## src/rtl/uart_baud_gen.sv

```systemverilog
// ============================================================================
// Module      : uart_baud_gen
// Description : 16x-oversample baud strobe, phase index and bit strobes
//               selected from a table of standard UART rates.
// Revision    : 1.0 - initial release
// ============================================================================
`default_nettype none

module uart_baud_gen #(
    parameter int CLK_FREQ   = 100_000_000,
    parameter int OVERSAMPLE = 16
) (
    input  logic        clk,
    input  logic        rst,
    input  logic [16:0] Baud_Rate,
    output logic [3:0]  tick,
    output logic [3:0]  tick_spike
);

    localparam int c_PRESC_W = 13;

    localparam logic [c_PRESC_W-1:0] c_DIV_1200   = c_PRESC_W'(CLK_FREQ / (OVERSAMPLE * 1200));
    localparam logic [c_PRESC_W-1:0] c_DIV_2400   = c_PRESC_W'(CLK_FREQ / (OVERSAMPLE * 2400));
    localparam logic [c_PRESC_W-1:0] c_DIV_4800   = c_PRESC_W'(CLK_FREQ / (OVERSAMPLE * 4800));
    localparam logic [c_PRESC_W-1:0] c_DIV_9600   = c_PRESC_W'(CLK_FREQ / (OVERSAMPLE * 9600));
    localparam logic [c_PRESC_W-1:0] c_DIV_14400  = c_PRESC_W'(CLK_FREQ / (OVERSAMPLE * 14400));
    localparam logic [c_PRESC_W-1:0] c_DIV_19200  = c_PRESC_W'(CLK_FREQ / (OVERSAMPLE * 19200));
    localparam logic [c_PRESC_W-1:0] c_DIV_38400  = c_PRESC_W'(CLK_FREQ / (OVERSAMPLE * 38400));
    localparam logic [c_PRESC_W-1:0] c_DIV_57600  = c_PRESC_W'(CLK_FREQ / (OVERSAMPLE * 57600));
    localparam logic [c_PRESC_W-1:0] c_DIV_115200 = c_PRESC_W'(CLK_FREQ / (OVERSAMPLE * 115200));

    localparam logic [3:0] c_TICK_MID  = 4'(OVERSAMPLE / 2 - 1);
    localparam logic [3:0] c_TICK_LAST = 4'(OVERSAMPLE - 1);

    logic [16:0]          rate_q, rate_d;
    logic [16:0]          prev_rate_q, prev_rate_d;
    logic                 valid_prev_q, valid_prev_d;
    logic [c_PRESC_W-1:0] presc_q, presc_d;
    logic [3:0]           tick_q, tick_d;
    logic [2:0]           strobe_q, strobe_d;
    logic                 flag_q, flag_d;

    logic [c_PRESC_W-1:0] w_div;
    logic                 w_rate_valid;
    logic                 w_rate_change;

    always_comb begin
        w_div        = {{(c_PRESC_W-1){1'b0}}, 1'b1};
        w_rate_valid = 1'b1;
        case (rate_q)
            17'd1200:   w_div = c_DIV_1200;
            17'd2400:   w_div = c_DIV_2400;
            17'd4800:   w_div = c_DIV_4800;
            17'd9600:   w_div = c_DIV_9600;
            17'd14400:  w_div = c_DIV_14400;
            17'd19200:  w_div = c_DIV_19200;
            17'd38400:  w_div = c_DIV_38400;
            17'd57600:  w_div = c_DIV_57600;
            17'd115200: w_div = c_DIV_115200;
            default:    w_rate_valid = 1'b0;
        endcase
    end

    // A change is only a restart when the previous rate was running; coming
    // out of reset or an invalid rate the counters already sit at zero.
    assign w_rate_change = valid_prev_q && (rate_q != prev_rate_q);

    always_comb begin
        rate_d       = Baud_Rate;
        prev_rate_d  = rate_q;
        valid_prev_d = w_rate_valid;
        presc_d      = presc_q;
        tick_d       = tick_q;
        strobe_d     = 3'b000;
        flag_d       = !w_rate_valid;

        if (!w_rate_valid || w_rate_change) begin
            presc_d = '0;
            tick_d  = '0;
        end else if (presc_q == w_div - 1'b1) begin
            presc_d     = '0;
            tick_d      = tick_q + 4'd1;
            strobe_d[0] = 1'b1;
            strobe_d[1] = (tick_q == c_TICK_LAST);
            strobe_d[2] = (tick_q == c_TICK_MID);
        end else begin
            presc_d = presc_q + 1'b1;
        end
    end

    always_ff @(posedge clk or posedge rst) begin
        if (rst) begin
            rate_q       <= '0;
            prev_rate_q  <= '0;
            valid_prev_q <= 1'b0;
            presc_q      <= '0;
            tick_q       <= '0;
            strobe_q     <= '0;
            flag_q       <= 1'b0;
        end else begin
            rate_q       <= rate_d;
            prev_rate_q  <= prev_rate_d;
            valid_prev_q <= valid_prev_d;
            presc_q      <= presc_d;
            tick_q       <= tick_d;
            strobe_q     <= strobe_d;
            flag_q       <= flag_d;
        end
    end

    assign tick       = tick_q;
    assign tick_spike = {flag_q, strobe_q};

endmodule

`default_nettype wire

```

## config.mk

```make
export PLATFORM = sky130hd
export DESIGN_NAME = uart_baud_gen
export DESIGN_NICKNAME = d
export VERILOG_FILES = /design/src/rtl/uart_baud_gen.sv
export SDC_FILE = /design/constraint.sdc
export NUM_CORES = 1
export LEC_CHECK = 0
export CORE_MARGIN = 3
export CORE_UTILIZATION = 45
export DETAILED_ROUTE_END_ITERATION = 16
export PLACE_DENSITY = 0.66
export SETUP_SLACK_MARGIN = 0.1
export SLEW_MARGIN = 10
export SYNTH_ARGS = -nofsm -noshare
export SYNTH_HDL_FRONTEND = slang
export SYNTH_SLANG_ARGS = --single-unit
```

## constraint.sdc

```tcl
create_clock -name clk -period 11.35 [get_ports clk]
set_clock_uncertainty 0.05 [all_clocks]
set_input_delay 2.27 -clock clk [delete_from_list [all_inputs] [get_ports clk]]
set_output_delay 2.27 -clock clk [all_outputs]
set_load 0.02 [all_outputs]
```

==> run_1/congestion_map.png <==
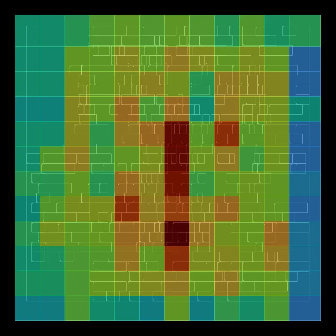
GRT met3 Usage: 3.337%
met2 Resource Use GR: 25.77%
met1 GRT Util: 21.96%
post-layout util: 53.80%

==> run_1/m3.png <==
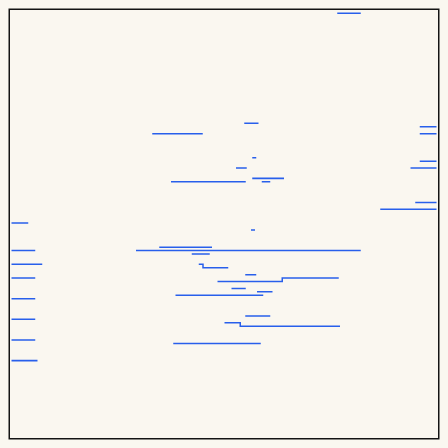
main direction: horizontal
nets with wire on the layer: 29

==> run_1/pinout.png <==
Pins as bars across the die edge, other pins in grey.
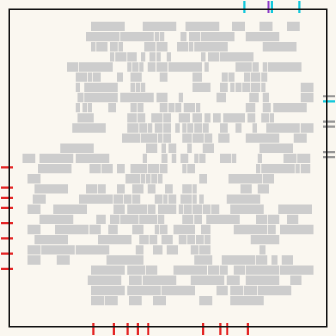
legend:
  clk:
    colour: purple
    pins: 1
    direction: input
    edge: top
  Baud_Rate:
    colour: red
    pins: 17
    direction: input
    edge: 9 bottom, 8 left
  tick:
    colour: cyan
    pins: 4
    direction: output
    edge: 3 top, 1 right
all pins by edge: 9 bottom, 8 left, 6 right, 4 top

==> results.toml, run 1 <==
# yosys + openroad results
[clock_network]
clk_latency_ns = 0.31
clock_path_buffers = 2
hold_buffers = 0
numCtsBuffers = 5
htree_levels = 2
cts_tree = "built"
cts.sinks = 56
clk_pin_slew_ns = 0.10
clock-root-buffer = "clkbuf_8"

[flow_run]
log.warning_count = 26

[route]
vias = 2032
ant_nets = 0
drc = 0

[sta]
rsz0062_at_grt = "no"
tightest_slew_ns = 0.9177
finalSetupViolCount = 0
slew_headroom_pct = 38.69
fin_crit_ns = 4.566
hold_viol = 0
tns_ns = 0
setup_ws_ns = 6.784

[worst_setup_path]
critPathTopFamily = "simple AND/OR/NAND/NOR gates"
required_ns = 11.46
crit_arrival_ns = 4.67
critical_path.max_fanout = 13
max_stage_delay_ns = 0.78
worstPathCellList = "nor4b_1 > nand2b_1 > or4_4 > o21ai_2 > nor2_1 > ha_1 > xnor2_1 > and3_1 > nor4_1 > o21ai_0 > or4_1 > o21bai_1 > nor2_1"
r2r_end = "presc_q[5]$_DFF_PP0_"
crit_type = "reg -> reg"
rr_startpoint = "prev_rate_d[6]$_DFF_PP0_"
cpMostUsedCell = "nor2_1"
start_kind = "flop"

[final_layout]
comb_share_pct = 41.00
seqCellArea_sq_um = 1401
finalNetCount = 314
drive_above_1_share_pct = 7.167
inv_count = 8
buffers = 27
buffer_area_share_pct = 8.356
instances_no_fill = 368
logic_gates = 194
lay_top_count = "dfrtp_1"
stdcell_area_sq_um = 3204
fillCellCount = 543
sh_seq_area_pct = 43.73
antenna_cells = 0
biggestCellCategory = "flip-flops and latches"

[power]
internal_power_mw = 0.2666
ir_drop_mv = 0.06279
seq-power_mw = 0.214
maxPowerGroup = "sequential cells"
clock_power_mw = 0.113
p_leak_nw = 1.273
switching_power_mw = 0.08056
finalPower_mw = 0.3471

[die]
die-area_sq_um = 7163
die_x_um = 84.64
rows = 28
core_area_sq_um = 5956
tap_cells = 75
initCoreUtil_pct = 46.72

[logic_synthesis]
yosysMostFrequentCell = "dfrtp_1"
ys_cells = 265
syn_avg_cell_area_sq_um = 10.50
synthCells = 265
top_area_cell = "dfrtp_1"
yosysSeqAreaShare_pct = 50.36
yosysWarningCount = 0
synth-main-ff-cell = "dfrtp_1"
synth_area_sq_um = 2783
ys_seq_elements = 56
async_flop_share_pct = 100.0
synth_cell_types = 46

[place]
dp_slack_ns = 6.875
dp_cells = 360
io_buffers = 26
dpl-instance-area_sq_um = 3107
gp_congestion = 0.9269
dp.final_hpwl_um = 4006

[global_route]
grt_pass1_wl_um = 9425
gr-total-overflow = 0
grt_max_degree = 57
antenna_found_initial = 0

[min_path]
hold_path_startpoint = "prev_rate_d[3]$_DFF_PP0_"
hold_end = "prev_rate_q[3]$_DFF_PP0_"
hold_path_class = "reg -> reg"
whs_path_depth = 0

[run_status]
outcome = "finished clean"
## run 1: flip-flops by register name, summed over array words and instances (netlist names)
name and flops:
prev_rate_d 17, prev_rate_q 17, presc_q 13, tick 4, strobe_q 3, flag_q 1
valid_prev_q 1
## run 1: layer usage
metal | vias to the layer above | global-route usage (%) | wire length (um)
met4 | 0 | 6.619 | 110
met3 | 8 | 3.337 | 261
li1 | 993 | - | -
met2 | 53 | 25.77 | 2448
met5 | - | 0 | 0
met1 | 978 | 21.96 | 2530
## run 1: cells by family after synthesis
family	count (synthesis)	synth area share [%]
buffers and inverters	15	2.428
adder cells (fa/ha/maj)	3	1.349
XOR/XNOR	35	11.02
AND-OR/OR-AND	26	6.610
flip-flops	56	50.36
AND/OR/NAND/NOR	130	28.24
## run 1: how the worst max path moves through the flow
stage | depth (start not counted) | start | to
after floorplan | 14 | prev_rate_d[1]$_DFF_PP0_ | tick[3]$_DFFE_PP0P_
after CTS | 13 | prev_rate_d[6]$_DFF_PP0_ | presc_q[5]$_DFF_PP0_
final | 13 | prev_rate_d[6]$_DFF_PP0_ | presc_q[5]$_DFF_PP0_
after global routing | 13 | prev_rate_d[6]$_DFF_PP0_ | presc_q[2]$_DFF_PP0_
after detailed placement | 13 | prev_rate_d[6]$_DFF_PP0_ | presc_q[5]$_DFF_PP0_
after global placement | 13 | prev_rate_d[6]$_DFF_PP0_ | presc_q[8]$_DFF_PP0_
## run 1: worst reg2reg max path, delay by kind of cell (launching register included)
kind / cells / cell delay, ns
adders and majority gates: 1 / 0.28
DFF: 1 / 0.48
and+or+nand+nor: 8 / 2.45
AOI/OAI and AO/OA: 3 / 1.01
xor gates and xnor gates: 1 / 0.16
## Run 2: what changed since run 1
==> constraint.sdc (replaced) <==
create_clock -name clk -period 4.7 [get_ports clk]
set_clock_uncertainty 0.05 [all_clocks]
set_input_delay 0.94 -clock clk [delete_from_list [all_inputs] [get_ports clk]]
set_output_delay 0.94 -clock clk [all_outputs]
set_load 0.02 [all_outputs]
==> run_2/congestion_map.png <==
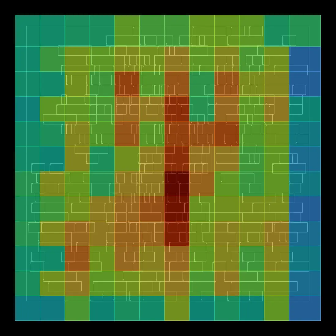
Tot GR Track Use: 17.62%
Most Used Layer, Global Route: met2
post-layout util: 54.16%

==> run 2 against run 1 <==
Effect of this change:
- wire length is 8.1% higher
- count of clock-buffer cells in the layout unchanged
- maximum frequency rose by 8.0%
- global-route usage is 1.3 points higher
- synthesized cell count stayed put
- die area unchanged
- largest cell class unchanged
- critical path depth unchanged
- sequential power is 140% higher
==> results.toml, run 2 <==
# yosys + openroad results
[clock_network]
cts.sinks = 56
numCtsBuffers = 5
clock_path_buffers = 2
clk_pin_slew_ns = 0.10
clock-root-buffer = "clkbuf_8"
cts_resized = 0
htree_levels = 2
clk_latency_ns = 0.32
cts_setup_buffers = 0
cts_tree = "built"
hold_buffers = 0

[final_layout]
lay_top_count = "dfrtp_1"
antenna_cells = 0
final_layout_top_logic_cells = "56 x dfrtp_1, 26 x nor2_1, 26 x clkdlybuf4s50_1"
syn2layout_area_growth_pct = 15.92
drive_above_1_share_pct = 7.143
finalNetCount = 315
instances_no_fill = 369
stdcell_area_sq_um = 3226

[power]
ir_drop_mv = 0.1770
finalPower_mw = 0.8906
p_leak_nw = 1.289
power_per_cell_area_nw_per_um2 = 276.1

[route]
wl_met2_um = 2664
drc = 0
wl_met1_um = 2748
dr.pass1.iters = 4
vias = 2070
initialDrtViolationCount = 143
routed.top_layer = "met4"
met3_length_um = 281
ant_nets = 0
totalWireLength_um = 5784
wl_per_cell_um = 15.67
avgViaCountPerCell = 5.610

[logic_synthesis]
top_area_cell = "dfrtp_1"
ys_cells = 265
ys_seq_elements = 56
common_cells = "56 x dfrtp_1, 26 x nor2_1, 20 x xor2_1"
synth_cell_types = 46
syn_avg_cell_area_sq_um = 10.50
edf_count = 0
synth-main-ff-cell = "dfrtp_1"
ys_area_sq_um = 2783
synthCells = 265
synth_area_sq_um = 2783
async_flop_share_pct = 100.0
ys_top_cells_by_area = "dfrtp_1 50%, xor2_1 6.3%, xnor2_1 4.7%"
yosysWarningCount = 0
yosysSeqAreaShare_pct = 50.36
synth.top_cell.area_share_pct = 50.36
syn_nets = 287
yosysMostFrequentCell = "dfrtp_1"

[sta]
fmax_mhz = 236.4
setup_ws_ns = 0.4708
fin_crit_sh_pct = 89.98
slew_headroom_pct = 43.26
fin_crit_ns = 4.229
tns_ns = 0
rsz0062_at_grt = "no"
slew_viol_final = 0
tightest_slew_ns = 0.8433
holdWs_ns = 0.4300
finalSetupViolCount = 0
hold_viol = 0

[global_route]
grt_pass1_vias = 2012
use_met2_pct = 26.83
grt_util_met1_pct = 25.45
antenna_found_initial = 0
grtUsageMet3_pct = 3.337
grt_pass1_wl_um = 10160
grt_max_degree = 34
gr-total-overflow = 0

[worst_setup_path]
crit_type = "reg -> reg"
worstPathCellList = "nor4b_1 > nand2b_1 > or4_4 > o21ai_2 > nor2_1 > ha_1 > xnor2_1 > and3_1 > nor4_1 > o21ai_0 > or4_1 > or4_1 > a21oi_1"
crit_arrival_ns = 4.43
max_stage_delay_ns = 0.59
required_ns = 4.90
cpMostUsedCell = "or4_1"
cp_slowest_cell = "nor4b_1"
critical_path.max_fanout = 10
worst_setup_path_end_kind = "flop"
start_kind = "flop"

[die]
initCoreUtil_pct = 46.72
dieHeight_um = 84.64
rows = 28
die-area_sq_um = 7163
die_x_um = 84.64
core_area_sq_um = 5956
io_pins = 27

[place]
gp_congestion = 0.9549
io_buffers = 26
dp.final_hpwl_um = 4332
dp_slack_ns = 0.5134
dp_cells = 361
dpl-instance-area_sq_um = 3114

[run_status]
outcome = "finished clean"

[flow_run]
drv_cap = 0
log.warning_count = 26

[min_path]
hold_path_class = "reg -> reg"
==> run 2: cell counts after synthesis <==
Identical to the previous run, type by type.
==> run 2: kinds of logic (layout without fill, tap and decap cells) <==
kind of cell               count (synthesis)  in the layout  synth area share [%]
adders and majority gates                  3              3                 1.349
DFF                                       56             56                 50.36
buffers and inverters                     15             44                 2.428
and+or+nand+nor                          130            130                 28.24
xor gates and xnor gates                  35             35                 11.02
AOI/OAI and AO/OA                         26             26                 6.610
==> run 2: critical path: cells and delay by family (launching register included) <==
kind | cells | cell delay (ns)
flops | 1 | 0.48
simple gates | 8 | 2.83
fa+ha+maj | 1 | 0.28
compound gates | 3 | 0.36
xor+xnor | 1 | 0.16
==> run 2: final timing paths <==
check / from / to / slack, ns / cells past startpoint
worst max register to register: prev_rate_d[6]$_DFF_PP0_ / tick[3]$_DFFE_PP0P_ / 0.47 / 13
max in group asynchronous: rst / prev_rate_q[8]$_DFF_PP0_ / 2.87 / 3
worst min register to register: prev_rate_d[1]$_DFF_PP0_ / prev_rate_q[1]$_DFF_PP0_ / 0.43 / 0
worst min-delay path: prev_rate_d[1]$_DFF_PP0_ / prev_rate_q[1]$_DFF_PP0_ / 0.43 / 0
worst max-delay path: prev_rate_d[6]$_DFF_PP0_ / tick[3]$_DFFE_PP0P_ / 0.47 / 13
min in group asynchronous: rst / strobe_q[0]$_DFF_PP0_ / 0.91 / 2
==> run 2: area by class of cell <==
type,instances,area (sq um)
fillers,582,2730
multi-input cells,194,1314
well taps,75,93.84
clock buffers,6,72.57
inverters,8,30.03
flip-flops and latches,56,1401
clock inverters,2,38.79
repair buffers,28,275.3
==> run 2: where the power goes <==
group | internal, mW | total (mW) | switching, mW
clock network | 0.161 | 0.323 | 0.162
logic | 0.0282 | 0.0510 | 0.0228
registers | 0.496 | 0.516 | 0.0202
No activity file was given, so power comes from the tool's default toggle rates.
